==> config.mk <==
export PLATFORM = sky130hd
export DESIGN_NAME = irq_gateway_arbiter_flat
export DESIGN_NICKNAME = d
export VERILOG_FILES = /design/src/rtl/irq_gateway_arbiter_if.sv /design/src/rtl/irq_gateway_arbiter.sv /design/src/flat_wrapper.sv
export SDC_FILE = /design/constraint.sdc
export NUM_CORES = 1
export LEC_CHECK = 0
export CAP_MARGIN = 20
export CORE_AREA = 2 2 143 145
export CTS_CLUSTER_DIAMETER = 150
export CTS_CLUSTER_SIZE = 10
export DETAILED_ROUTE_END_ITERATION = 8
export DIE_AREA = 0 0 145 147
export GPL_TIMING_DRIVEN = 0
export PLACE_DENSITY = 0.89
export SETUP_SLACK_MARGIN = 0.15
export SLEW_MARGIN = 20
export SYNTH_ARGS = -nofsm -noshare
export SYNTH_HDL_FRONTEND = slang
export SYNTH_SLANG_ARGS = --single-unit
==> constraint.sdc <==
create_clock -name clk_i -period 27.9 [get_ports clk_i]
set_input_delay 2.79 -clock clk_i [delete_from_list [all_inputs] [get_ports clk_i]]
set_output_delay 2.79 -clock clk_i [all_outputs]
set_load 0.02 [all_outputs]
==> src/rtl/irq_gateway_arbiter_if.sv <==
// Bundles the source, configuration, claim/complete and core-request signals of irq_gateway_arbiter.
// The master modport drives sources, configuration and software requests; the slave modport is the gateway.
interface irq_gateway_arbiter_if #(
    parameter int NUM_SRC = 16,
    parameter int PRIO_W  = 3,
    parameter int NUM_TGT = 2
);
    localparam int ID_W      = $clog2(NUM_SRC + 1);
    localparam int SRC_IDX_W = (NUM_SRC > 1) ? $clog2(NUM_SRC) : 1;
    localparam int TGT_IDX_W = (NUM_TGT > 1) ? $clog2(NUM_TGT) : 1;

    logic [NUM_SRC-1:0]        irq_src_i;
    logic                      prio_we_i;
    logic [SRC_IDX_W-1:0]      prio_idx_i;
    logic [PRIO_W-1:0]         prio_i;
    logic                      en_we_i;
    logic [TGT_IDX_W-1:0]      en_tgt_i;
    logic [NUM_SRC-1:0]        en_mask_i;
    logic [NUM_TGT*PRIO_W-1:0] thresh_i;
    logic [NUM_TGT-1:0]        claim_req_i;
    logic [NUM_TGT-1:0]        claim_valid_o;
    logic [NUM_TGT*ID_W-1:0]   claim_id_o;
    logic                      cmpl_valid_i;
    logic [ID_W-1:0]           cmpl_id_i;
    logic [NUM_TGT-1:0]        irq_o;

    modport master (
        output irq_src_i, prio_we_i, prio_idx_i, prio_i, en_we_i, en_tgt_i, en_mask_i,
               thresh_i, claim_req_i, cmpl_valid_i, cmpl_id_i,
        input  claim_valid_o, claim_id_o, irq_o
    );

    modport slave (
        input  irq_src_i, prio_we_i, prio_idx_i, prio_i, en_we_i, en_tgt_i, en_mask_i,
               thresh_i, claim_req_i, cmpl_valid_i, cmpl_id_i,
        output claim_valid_o, claim_id_o, irq_o
    );
endinterface

==> src/rtl/irq_gateway_arbiter.sv <==
// PLIC-style interrupt gateway and per-target priority arbiter feeding the core's M/S irq inputs.
// Define IRQ_GATEWAY_EDGE_EN for edge-triggered sources; level-triggered otherwise.
module irq_gateway_arbiter #(
    parameter int NUM_SRC = 16,
    parameter int PRIO_W  = 3,
    parameter int NUM_TGT = 2
) (
    input  logic                  clk_i,
    input  logic                  rst_ni,
    irq_gateway_arbiter_if.slave  bus
);
    localparam int ID_W = $clog2(NUM_SRC + 1);

    typedef enum logic [1:0] {
        GW_IDLE    = 2'd0,
        GW_PENDING = 2'd1,
        GW_CLAIMED = 2'd2
    } gw_state_e;

    gw_state_e                 gw_q [NUM_SRC];
    gw_state_e                 gw_d [NUM_SRC];
    logic [PRIO_W-1:0]         prio_q [NUM_SRC];
    logic [NUM_SRC-1:0]        en_q [NUM_TGT];
    logic [ID_W-1:0]           best_q [NUM_TGT];
    logic [ID_W-1:0]           best_d [NUM_TGT];
    logic [ID_W-1:0]           grant_id [NUM_TGT];
    logic [NUM_TGT-1:0]        irq_q;
    logic [NUM_TGT-1:0]        claim_valid_q;
    logic [NUM_TGT*ID_W-1:0]   claim_id_q;
    logic [NUM_SRC-1:0]        claimed_now;
    logic [NUM_SRC-1:0]        cmpl_hit;
    logic [NUM_SRC-1:0]        trig;

`ifdef IRQ_GATEWAY_EDGE_EN
    logic [NUM_SRC-1:0] src_prev_q;
    logic [NUM_SRC-1:0] sticky_q;
    logic [NUM_SRC-1:0] sticky_d;

    assign trig = bus.irq_src_i & ~src_prev_q;
`else
    assign trig = bus.irq_src_i;
`endif

    // Claims resolve in target order, so a lower target takes a shared winner and the rest read 0.
    always_comb begin
        claimed_now = '0;
        for (int t = 0; t < NUM_TGT; t++) begin
            grant_id[t] = '0;
            if (bus.claim_req_i[t]) begin
                for (int s = 0; s < NUM_SRC; s++) begin
                    if (best_q[t] == ID_W'(s + 1) && !claimed_now[s]) begin
                        grant_id[t]    = best_q[t];
                        claimed_now[s] = 1'b1;
                    end
                end
            end
        end
    end

    always_comb begin
        for (int s = 0; s < NUM_SRC; s++) begin
            cmpl_hit[s] = bus.cmpl_valid_i && (bus.cmpl_id_i == ID_W'(s + 1));
        end
    end

    // Sources being claimed this cycle are masked so best_q never offers an already-taken ID.
    always_comb begin
        logic [PRIO_W-1:0] best_prio;
        for (int t = 0; t < NUM_TGT; t++) begin
            best_d[t] = '0;
            best_prio = '0;
            for (int s = 0; s < NUM_SRC; s++) begin
                if (gw_q[s] == GW_PENDING && !claimed_now[s] && en_q[t][s] &&
                    prio_q[s] > bus.thresh_i[t*PRIO_W +: PRIO_W] && prio_q[s] > best_prio) begin
                    best_d[t] = ID_W'(s + 1);
                    best_prio = prio_q[s];
                end
            end
        end
    end

    // NOTE: every combinational output gets a default before the case so no latch is inferred.
    always_comb begin
        for (int s = 0; s < NUM_SRC; s++) begin
            gw_d[s] = gw_q[s];
`ifdef IRQ_GATEWAY_EDGE_EN
            sticky_d[s] = sticky_q[s];
`endif
            unique case (gw_q[s])
                GW_IDLE:    if (trig[s]) gw_d[s] = GW_PENDING;
                GW_PENDING: if (claimed_now[s]) gw_d[s] = GW_CLAIMED;
                GW_CLAIMED: begin
                    if (cmpl_hit[s]) begin
`ifdef IRQ_GATEWAY_EDGE_EN
                        gw_d[s]     = (sticky_q[s] || trig[s]) ? GW_PENDING : GW_IDLE;
                        sticky_d[s] = 1'b0;
`else
                        gw_d[s] = GW_IDLE;
`endif
                    end
                end
                default:    gw_d[s] = GW_IDLE;
            endcase
`ifdef IRQ_GATEWAY_EDGE_EN
            // One edge seen while busy is remembered; later ones are dropped.
            if (gw_q[s] != GW_IDLE && trig[s] && !(gw_q[s] == GW_CLAIMED && cmpl_hit[s])) begin
                sticky_d[s] = 1'b1;
            end
`endif
        end
    end

    // NOTE: sequential state uses non-blocking assignments so all registers update from pre-edge values.
    // NOTE: priority and enable tables are reset because software expects them cleared after reset.
    always_ff @(posedge clk_i or negedge rst_ni) begin
        if (!rst_ni) begin
            for (int s = 0; s < NUM_SRC; s++) begin
                gw_q[s]   <= GW_IDLE;
                prio_q[s] <= '0;
            end
            for (int t = 0; t < NUM_TGT; t++) begin
                en_q[t]   <= '0;
                best_q[t] <= '0;
            end
            irq_q         <= '0;
            claim_valid_q <= '0;
            claim_id_q    <= '0;
`ifdef IRQ_GATEWAY_EDGE_EN
            src_prev_q    <= '0;
            sticky_q      <= '0;
`endif
        end else begin
            for (int s = 0; s < NUM_SRC; s++) begin
                gw_q[s] <= gw_d[s];
            end
            if (bus.prio_we_i) prio_q[bus.prio_idx_i] <= bus.prio_i;
            if (bus.en_we_i)   en_q[bus.en_tgt_i]     <= bus.en_mask_i;
            for (int t = 0; t < NUM_TGT; t++) begin
                best_q[t]                   <= best_d[t];
                irq_q[t]                    <= (best_d[t] != '0);
                claim_id_q[t*ID_W +: ID_W]  <= grant_id[t];
            end
            claim_valid_q <= bus.claim_req_i;
`ifdef IRQ_GATEWAY_EDGE_EN
            src_prev_q    <= bus.irq_src_i;
            sticky_q      <= sticky_d;
`endif
        end
    end

    assign bus.irq_o         = irq_q;
    assign bus.claim_valid_o = claim_valid_q;
    assign bus.claim_id_o    = claim_id_q;
endmodule

==> src/flat_wrapper.sv <==
// flat-port wrapper written by rule: the top's interface ports become plain ports
module irq_gateway_arbiter_flat 
#(
    parameter int NUM_SRC = 16,
    parameter int PRIO_W  = 3,
    parameter int NUM_TGT = 2
)
  (clk_i, rst_ni, bus_irq_src_i, bus_prio_we_i, bus_prio_idx_i, bus_prio_i, bus_en_we_i, bus_en_tgt_i, bus_en_mask_i, bus_thresh_i, bus_claim_req_i, bus_cmpl_valid_i, bus_cmpl_id_i, bus_claim_valid_o, bus_claim_id_o, bus_irq_o);
  irq_gateway_arbiter_if #(.NUM_SRC(NUM_SRC), .PRIO_W(PRIO_W), .NUM_TGT(NUM_TGT)) bus_i ();
  input  logic clk_i;
  input  logic rst_ni;
  input wire logic [$bits(bus_i.irq_src_i)-1:0] bus_irq_src_i;
  input wire logic [$bits(bus_i.prio_we_i)-1:0] bus_prio_we_i;
  input wire logic [$bits(bus_i.prio_idx_i)-1:0] bus_prio_idx_i;
  input wire logic [$bits(bus_i.prio_i)-1:0] bus_prio_i;
  input wire logic [$bits(bus_i.en_we_i)-1:0] bus_en_we_i;
  input wire logic [$bits(bus_i.en_tgt_i)-1:0] bus_en_tgt_i;
  input wire logic [$bits(bus_i.en_mask_i)-1:0] bus_en_mask_i;
  input wire logic [$bits(bus_i.thresh_i)-1:0] bus_thresh_i;
  input wire logic [$bits(bus_i.claim_req_i)-1:0] bus_claim_req_i;
  input wire logic [$bits(bus_i.cmpl_valid_i)-1:0] bus_cmpl_valid_i;
  input wire logic [$bits(bus_i.cmpl_id_i)-1:0] bus_cmpl_id_i;
  output wire logic [$bits(bus_i.claim_valid_o)-1:0] bus_claim_valid_o;
  output wire logic [$bits(bus_i.claim_id_o)-1:0] bus_claim_id_o;
  output wire logic [$bits(bus_i.irq_o)-1:0] bus_irq_o;
  assign bus_i.irq_src_i = bus_irq_src_i;
  assign bus_i.prio_we_i = bus_prio_we_i;
  assign bus_i.prio_idx_i = bus_prio_idx_i;
  assign bus_i.prio_i = bus_prio_i;
  assign bus_i.en_we_i = bus_en_we_i;
  assign bus_i.en_tgt_i = bus_en_tgt_i;
  assign bus_i.en_mask_i = bus_en_mask_i;
  assign bus_i.thresh_i = bus_thresh_i;
  assign bus_i.claim_req_i = bus_claim_req_i;
  assign bus_i.cmpl_valid_i = bus_cmpl_valid_i;
  assign bus_i.cmpl_id_i = bus_cmpl_id_i;
  assign bus_claim_valid_o = bus_i.claim_valid_o;
  assign bus_claim_id_o = bus_i.claim_id_o;
  assign bus_irq_o = bus_i.irq_o;
  irq_gateway_arbiter #(.NUM_SRC(NUM_SRC), .PRIO_W(PRIO_W), .NUM_TGT(NUM_TGT)) u_core (.clk_i(clk_i), .rst_ni(rst_ni), .bus(bus_i));
endmodule
==> flow_metrics.tcl, run 1 <==
# metrics dict for downstream scripts
set metrics [dict create \
    power_frac_seq_pct 23.9 \
    aoi_share_pct 22.8 \
    p_int_mw 0.706 \
    synthCells 1371 \
    timing.fmax_ghz 0.0379 \
    seq_area_sq_mm 0.00340 \
    comb_area_sq_mm 0.00838 \
    core_area_sq_mm 0.0198 \
    timing.rr.start "u_core.best_q[0]$_DFF_PN0_" \
    fp_nets 1574 \
    yosys.area.top_type_share_pct 28.0 \
    largest_cell_class "logic gates" \
    largest_registers "u_core.prio_q (48), u_core.en_q (32), u_core.gw_q (32)" \
    cts.sinks 136 \
    clk_share_pct 4.50 \
    dieWidth_um 145 \
    place_hpwl_mm 27.0 \
    n_tap_cell 270 \
    placed_area_sq_mm 0.0132 \
    fin_setup_tns_ns 0 \
    h-tree-depth 4 \
    slew_violations 0 \
    die_y_um 147 \
    holdPathEnd "u_core.gw_q[4]$_DFFE_PN0P_" \
    r2r_cells 106 \
    critPathSlowestCell "clkdlybuf4s50_1" \
    swShare_pct 45.6 \
    vias 11643 \
    design.seq.count 136 \
    rsz0062_at_grt "no" \
    simple_gate_share_pct 22.8 \
    comb_cells 1141 \
    worst_pin_slew_ns 1.26 \
    drv_cap 0 \
    edf_count 0 \
    inv_count 65 \
    synth_chip_area_sq_mm 0.0122 \
    slew_headroom_pct 15.7 \
    grt-ovfl-total 0 \
    wirelength_mm 36.3 \
    clkLatencyLatePin_ns 0.45 \
    io_pins 72 \
    comb_area_share_pct 60.3 \
    cp.arrival_ns 26.67 \
    clk-power_mw 0.242 \
    fin_ws_ns 1.53 \
    cp_num_buf_inv 2 \
    track_usage_pct 34.0 \
    power_leader "combinational cells" \
    topRoutingLayerUsed "met4" \
    seq-cell-share_pct 24.5 \
    ys_sh_xor_pct 0.0721 \
    critPathMostFrequentCell "ha_1" \
    seq_power_mw 0.310 \
    end_kind "flip-flop" \
    skew_ns 0.00899 \
    crit_fanout 10 \
    powerDensity_mw_per_mm2 93.3 \
    fillers 1486 \
    placedCellCount 1711 \
    ys_seq_share_pct 28.0 \
    worstSetupPathType "input pin to flip-flop" \
    timing.hold.ws_ns 0.439 \
    final_common_cell "ha_1" \
    synth_flops 136 \
    cts_root_buf "clkbuf_16" \
    drive_gt1_share_pct 12.6 \
    postCtsSetupBuffers 0 \
    fp-row-count 52 \
    yosys_most_used_dff "dfrtp_1" \
    largest_area_cell "dfrtp_1" \
    lay_top_cells "145 x ha_1, 136 x dfrtp_1, 121 x nand2_1, 102 x nor2_1, 80 x o21ai_0" \
    path_delay_family "AND-OR/OR-AND gates" \
    clkbuf_count 17 \
    nNonClkBuffers 106 \
    instances_no_fill 1751 \
    layout_min_cycle_time_ns 26.37 \
    post-route-period-util_pct 94.5 \
    ir_drop_uv 55.9 \
    grt_max_degree 98 \
    switchingPower_mw 0.592 \
    area_leaders "dfrtp_1 28%, ha_1 15%, mux2_2 6.7%" \
    top_logic_kind "simple AND/OR/NAND/NOR gates" \
    worstHoldPathCells 1 \
    timing.rr.end "u_core.bus.irq_o[0]$_DFF_PN0_" \
    crit_start "bus_thresh_i[1]" \
    grt_pass1_vias 11373 \
    nets 1670 \
    synth_area_sq_mm 0.0122 \
    largest_register_ffs 48 \
    fp_util_pct 61.2 \
    drcViolationCount 0 \
    path_clk_slew_ns 0.06 \
    vias_per_cell 6.65 \
    grt_first_pass_wirelength_mm 57.5 \
    design_area_sq_mm 0.0139 \
    dr.pass1.iters 6 \
    async_flop_share_pct 100 \
    hold_violations 0 \
    synth_warnings 0 \
    combPwrFrac_pct 57.4 \
    synth.mux.area_fraction_pct 7.87 \
    grt_use_met2_pct 56.7 \
    synth.avg_cell_area_sq_um 8.86 \
    dp_slack_ns 1.07 \
    buf_share_pct 6.49 \
    dr_wl_met2_mm 16.9 \
    post_cts_resized 0 \
    leakagePower_nw 6.17 \
    pwr-share-clk_pct 18.7 \
    hold_buffers 0 \
    crit_cells 108 \
    synth_top_cell_by_count "ha_1" \
    cts_made_buffers 17 \
    drtIter0Drc 987 \
    synth_cell_types 99 \
    syn_to_final_growth_pct 14.5 \
    regMostFlops "u_core.prio_q" \
    ant_nets 0 \
    start_kind "input pin" \
    ys_sh_adder_pct 15.3 \
    die-area_sq_mm 0.0213 \
    max_stage_delay_ns 0.53 \
    total_power_mw 1.30 \
    met3WireLength_mm 3.19 \
    wl_met1_mm 14.4 \
    reg2reg_slack_ns 4.04 \
    log.warning_count 26 \
    cts_tree "done" \
    cts_max_path_buffers 2 \
    hold_start "u_core.gw_q[5]$_DFFE_PN0P_" \
    yosys_cells 1371 \
    ys_top_cells_by_count "145 x ha_1, 136 x dfrtp_1, 121 x nand2_1, 102 x nor2_1, 80 x o21ai_0" \
    setup_violations 0 \
    status "finished, final reports clean" \
    gp_congestion 0.974 \
]
Figure 1. Track usage over the die (run 1).
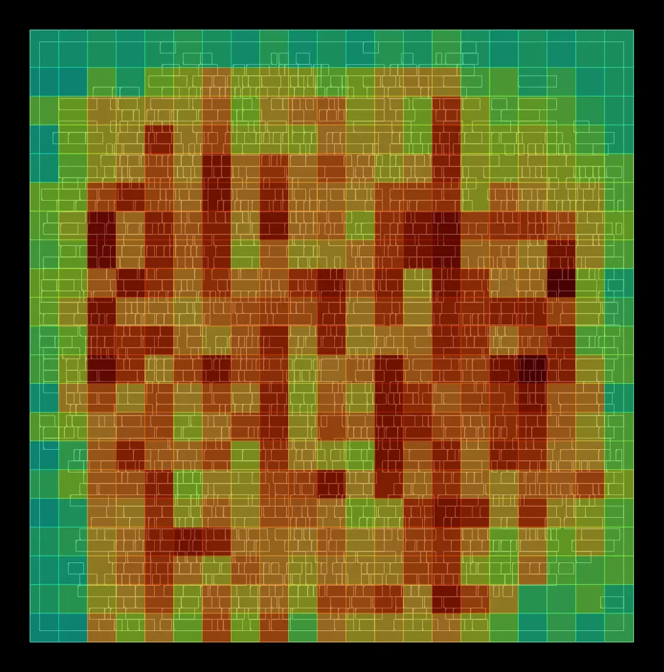
Routed WL per cell: 20.8 um
post-layout util: 70.1%
met1 Use GR: 42.0%
grt met3 use: 6.55%
grt peak-use layer: met2

Figure 2. Close-up of the layout (run 1).
Window x 60 to 85, y 61 to 86 um. Cells in gray, sequential cells in the stronger gray; small squares are vias.
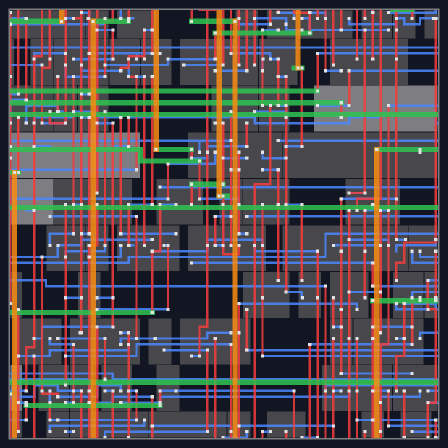
| color | layer |
|---|---|
| blue | M1 |
| green | M3 |
| red | M2 |
| orange | M4 |
netlist names of flops here include: u_core.best_q (1), u_core.prio_q (1)
sequential cells in the window: 2
most frequent: nand2_1 (8), nor2_1 (7)
cells with their middle in the window: 63

Figure 3. Met2 routing (run 1).
(2 px per um)
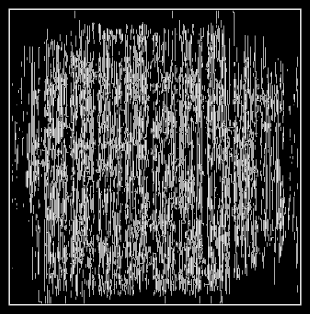
longest straight run: 74.8 um
share of all routed wire: 47%

Figure 4. Cell sizes after repair (run 1).
(3 px per um)
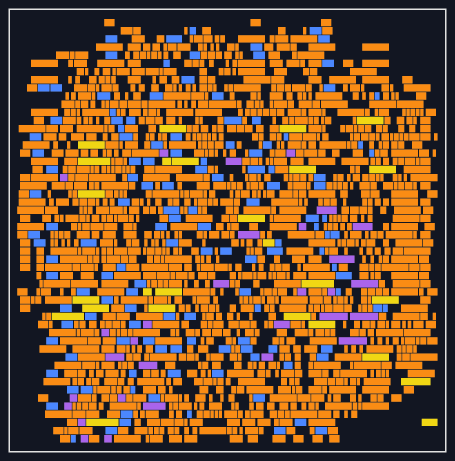
| color | size | cells |
|---|---|---|
| orange | x1 and smaller | 1,293 |
| purple | x3 and x4 | 30 |
| yellow | x6 and larger | 26 |
| blue | x2 | 131 |

Figure 5. Register map, names as in the netlist (run 1).
(2 px per um) Other sequential cells in the stronger gray, the rest of the logic in the fainter gray.
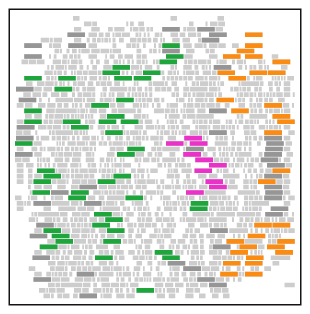

==> run 1 -> run 2 <==
--- a/config.mk
+++ b/config.mk
@@ -12,7 +12,7 @@
 export DETAILED_ROUTE_END_ITERATION = 8
 export DIE_AREA = 0 0 145 147
 export GPL_TIMING_DRIVEN = 0
-export PLACE_DENSITY = 0.89
+export PLACE_DENSITY = 0.82
 export SETUP_SLACK_MARGIN = 0.15
 export SLEW_MARGIN = 20
 export SYNTH_ARGS = -nofsm -noshare
==> constraint.sdc (replaced) <==
create_clock -name clk_i -period 25.7 [get_ports clk_i]
set_input_delay 3.855 -clock clk_i [delete_from_list [all_inputs] [get_ports clk_i]]
set_output_delay 3.855 -clock clk_i [all_outputs]
set_load 0.02 [all_outputs]
Figure 6. Register map, names as in the netlist (run 2).
(2 px per um) Other sequential cells in the stronger gray, the rest of the logic in the fainter gray.
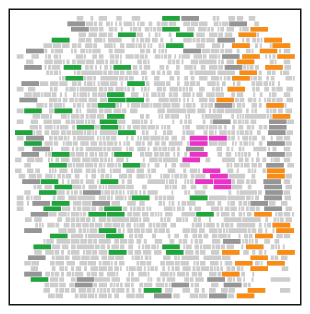
| color | netlist name | sequential cells |
|---|---|---|
| green | u_core.prio_q | 48 |
| magenta | u_core.best_q | 10 |
| orange | u_core.gw_q | 32 |
not colored: 46

==> run 2 against run 1 <==
  * Combinational power grew 15%
  * Clock power grew 6%
  * Total power grew 12%
  * Largest cell class unchanged
  * Via count grew 0.50%
  * Final cell count grew 1.4%
  * Synthesized cell count is the same
  * Non-clock buffer count grew 26
  * First-iteration DRC count grew 2.9%
  * Critical endpoint is now u_core.best_q[5]$_DFF_PN0_
==> flow_metrics.tcl, run 2 <==
# metrics dict for downstream scripts
set metrics [dict create \
    nNonClkBuffers 132 \
    simple_gate_share_pct 22.8 \
    synth_flops 136 \
    clk-power_mw 0.256 \
    powerDensity_mw_per_mm2 101 \
    layout_min_cycle_time_ns 24.92 \
    die-area_sq_mm 0.0213 \
    cts_max_path_buffers 2 \
    placedCellCount 1711 \
    edf_count 0 \
    fp_nets 1574 \
    dieWidth_um 145 \
    ir_drop_uv 57.6 \
    async_flop_share_pct 100 \
    total_power_mw 1.45 \
    crit_start "bus_claim_req_i[1]" \
    r2r_cells 108 \
    drive_gt1_share_pct 16.5 \
    comb_area_sq_mm 0.00861 \
    post-route-period-util_pct 97.0 \
    ys_sh_adder_pct 15.3 \
    largest_cell_class "logic gates" \
    met3WireLength_mm 2.84 \
    slew_headroom_pct 20.5 \
    holdPathEnd "u_core.gw_q[14]$_DFFE_PN0P_" \
    worstHoldPathCells 1 \
    gp_congestion 0.954 \
    lay_top_cells "143 x ha_1, 136 x dfrtp_1, 121 x nand2_1, 99 x nor2_1, 72 x mux2_2" \
    clkLatencyLatePin_ns 0.43 \
    pwr-share-clk_pct 17.7 \
    path_clk_slew_ns 0.06 \
    status "finished, final reports clean" \
    cts.sinks 136 \
    seq_power_mw 0.337 \
    crit_cells 108 \
    busiest_layer "met2" \
    timing.rr.start "u_core.best_q[0]$_DFF_PN0_" \
    start_kind "input pin" \
    final_util_pct 72.2 \
    gr-usage-met3_pct 4.81 \
    power_frac_seq_pct 23.3 \
    end_kind "flip-flop" \
    dp_slack_ns -2.16 \
    wirelength_mm 36.9 \
    max_stage_delay_ns 0.56 \
    wl_per_cell_um 20.8 \
    post_cts_resized 13 \
    synth_warnings 0 \
    fin_setup_tns_ns 0 \
    drv_cap 0 \
    fillers 1509 \
    topRoutingLayerUsed "met4" \
    comb_cells 1141 \
    cts_tree "done" \
    top_logic_kind "simple AND/OR/NAND/NOR gates" \
    h-tree-depth 4 \
    area_leaders "dfrtp_1 28%, ha_1 15%, mux2_2 6.7%" \
    seq_area_sq_mm 0.00340 \
    fp-row-count 52 \
    synthCells 1371 \
    yosys.area.top_type_share_pct 28.0 \
    dr.pass1.iters 5 \
    ys_sh_xor_pct 0.0721 \
    timing.rr.end "u_core.best_q[5]$_DFF_PN0_" \
    ant_nets 0 \
    switchingPower_mw 0.665 \
    buf_share_pct 7.68 \
    timing.hold.ws_ns 0.444 \
    syn_to_final_growth_pct 17.9 \
    slew_violations 0 \
    critPathMostFrequentCell "ha_1" \
    p_int_mw 0.783 \
    grt_first_pass_wirelength_mm 57.3 \
    comb_area_share_pct 60.1 \
    synth_area_sq_mm 0.0122 \
    worst_pin_slew_ns 1.19 \
]
Figure 7. Track usage over the die (run 2).
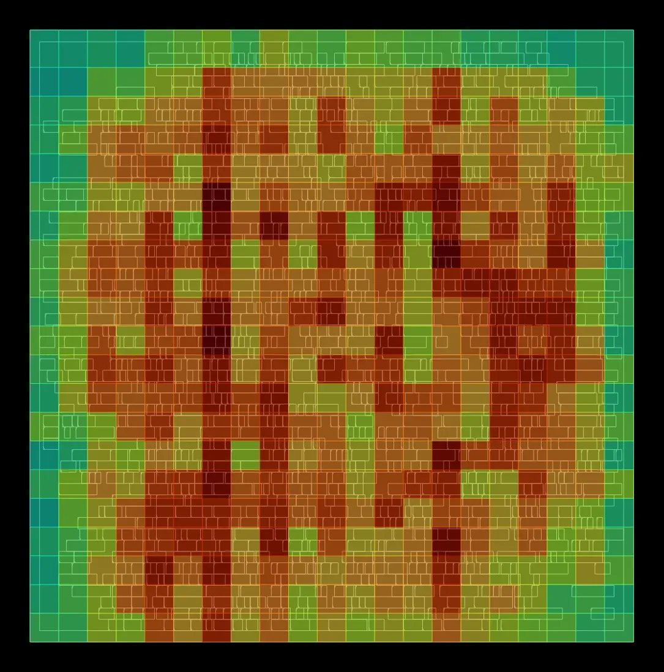
met1 Use GR: 42.8%
GRT Total Usage: 33.8%
met2 Use GR: 57.5%

Figure 8. Met2 routing (run 2).
(2 px per um)
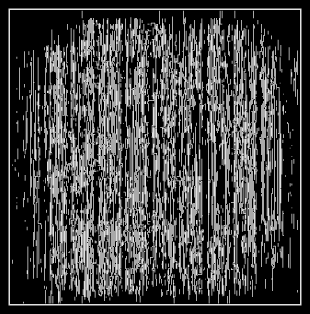

==> run 2 -> run 3 <==
--- a/config.mk
+++ b/config.mk
@@ -6,15 +6,15 @@
 export NUM_CORES = 1
 export LEC_CHECK = 0
 export CAP_MARGIN = 20
-export CORE_AREA = 2 2 143 145
+export CORE_AREA = 2 2 102 203
 export CTS_CLUSTER_DIAMETER = 150
 export CTS_CLUSTER_SIZE = 10
 export DETAILED_ROUTE_END_ITERATION = 8
-export DIE_AREA = 0 0 145 147
+export DIE_AREA = 0 0 104 205
 export GPL_TIMING_DRIVEN = 0
 export PLACE_DENSITY = 0.82
+export REMOVE_ABC_BUFFERS = 1
 export SETUP_SLACK_MARGIN = 0.15
-export SLEW_MARGIN = 20
 export SYNTH_ARGS = -nofsm -noshare
 export SYNTH_HDL_FRONTEND = slang
 export SYNTH_SLANG_ARGS = --single-unit
Figure 9. Met2 routing (run 3).
(2 px per um)
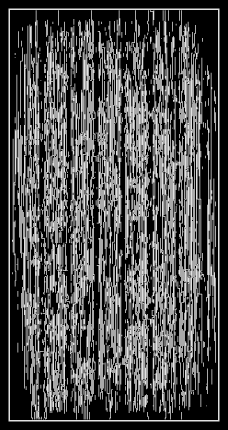
longest straight run: 117 um
nets with wire on the layer: 1,501

==> run 3 against run 2 <==
  * First-iteration DRC count shrank 36%
  * Synthesized area is the same
  * Worst setup slack improved by 0.18 ns
  * Synthesized cell count is the same
  * Final cell count down 1.7%
  * Cell area decreased by 0.28%
  * Wire length up 9.5%
  * Largest cell class unchanged
==> flow_metrics.tcl, run 3 <==
# metrics dict for downstream scripts
set metrics [dict create \
    status "finished, final reports clean" \
    dieWidth_um 104 \
    synth.mux.area_fraction_pct 7.87 \
    nets 1673 \
    max_stage_delay_ns 0.57 \
    post-route-period-util_pct 96.3 \
    total_power_mw 1.47 \
    yosys_most_used_dff "dfrtp_1" \
    comb_area_sq_mm 0.00865 \
    postCtsSetupBuffers 6 \
    placedCellCount 1678 \
    place_hpwl_mm 30.2 \
    synth_area_sq_mm 0.0122 \
    synth_cell_types 99 \
    switchingPower_mw 0.701 \
    seq_area_sq_mm 0.00340 \
    clkLatencyLatePin_ns 0.46 \
    vias 11630 \
    layout_min_cycle_time_ns 24.74 \
    cts_tree "done" \
    p_int_mw 0.766 \
    cts_made_buffers 17 \
    comb_cells 1142 \
    yosys_cells 1371 \
    synth_chip_area_sq_mm 0.0122 \
    placed_area_sq_mm 0.0131 \
    lay_top_cells "143 x ha_1, 136 x dfrtp_1, 121 x nand2_1, 98 x nor2_1, 72 x mux2_2" \
    wirelength_mm 40.4 \
    h-tree-depth 4 \
    area_leaders "dfrtp_1 28%, ha_1 15%, mux2_2 6.7%" \
    rsz0062_at_grt "yes" \
    critPathSlowestCell "clkdlybuf4s50_1" \
    hold_buffers 0 \
    wl_per_cell_um 23.2 \
    crit_cells 107 \
    timing.fmax_ghz 0.0404 \
    async_flop_share_pct 100 \
    vias_per_cell 6.66 \
    hold_start "u_core.gw_q[15]$_DFFE_PN0P_" \
    drcViolationCount 0 \
    crit_fanout 8 \
    path_delay_family "AND-OR/OR-AND gates" \
    synth_flops 136 \
    regMostFlops "u_core.prio_q" \
    synth_warnings 0 \
    largest_cell_class "logic gates" \
    combPwrFrac_pct 58.1 \
    gp_congestion 1.01 \
    ir_drop_uv 63.0 \
    aoi_share_pct 22.8 \
    instances_no_fill 1745 \
    synth.avg_cell_area_sq_um 8.86 \
    largest_registers "u_core.prio_q (48), u_core.en_q (32), u_core.gw_q (32)" \
    pwr-share-clk_pct 17.0 \
    r2r_cells 105 \
    synth_top_cell_by_count "ha_1" \
    setup_violations 0 \
    topRoutingLayerUsed "met4" \
    largest_register_ffs 48 \
    grt_first_pass_wirelength_mm 62.2 \
    reg2reg_slack_ns 4.34 \
    crit_start "bus_claim_req_i[1]" \
    log.warning_count 27 \
    design.seq.count 136 \
    busiest_layer "met2" \
    nNonClkBuffers 108 \
    clkbuf_count 17 \
    swShare_pct 47.8 \
    final_common_cell "ha_1" \
    clk-power_mw 0.249 \
    slew_violations 0 \
    n_tap_cell 262 \
    ant_nets 0 \
    top_logic_kind "simple AND/OR/NAND/NOR gates" \
    ys_sh_xor_pct 0.0721 \
    design_area_sq_mm 0.0143 \
    buf_share_pct 7.48 \
    dp_slack_ns -2.43 \
    comb_area_share_pct 60.5 \
    holdPathEnd "u_core.gw_q[14]$_DFFE_PN0P_" \
    clk_share_pct 4.08 \
    drive_gt1_share_pct 16.6 \
    timing.rr.start "u_core.best_q[6]$_DFF_PN0_" \
    powerDensity_mw_per_mm2 103 \
    seq-cell-share_pct 23.8 \
    critPathMostFrequentCell "ha_1" \
    largest_area_cell "dfrtp_1" \
    grt-ovfl-total 0 \
    post_cts_resized 16 \
    worstSetupPathType "input pin to flip-flop" \
]
Figure 10. Close-up of the layout (run 3).
Window x 40 to 65, y 90 to 115 um. Cells in gray, sequential cells in the stronger gray; small squares are vias.
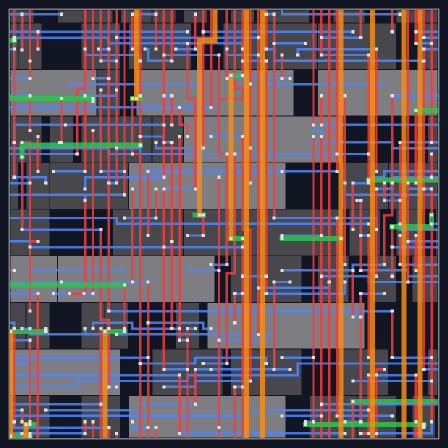
| color | layer |
|---|---|
| green | M3 |
| orange | M4 |
| red | M2 |
| blue | M1 |
most frequent: dfrtp_1 (9), mux2_2 (7), nand2_1 (6)
cells with their middle in the window: 45
netlist names of flops here include: u_core.prio_q (9)
sequential cells in the window: 9

Power figures rest on the tool's default switching activity, not on a simulated workload.
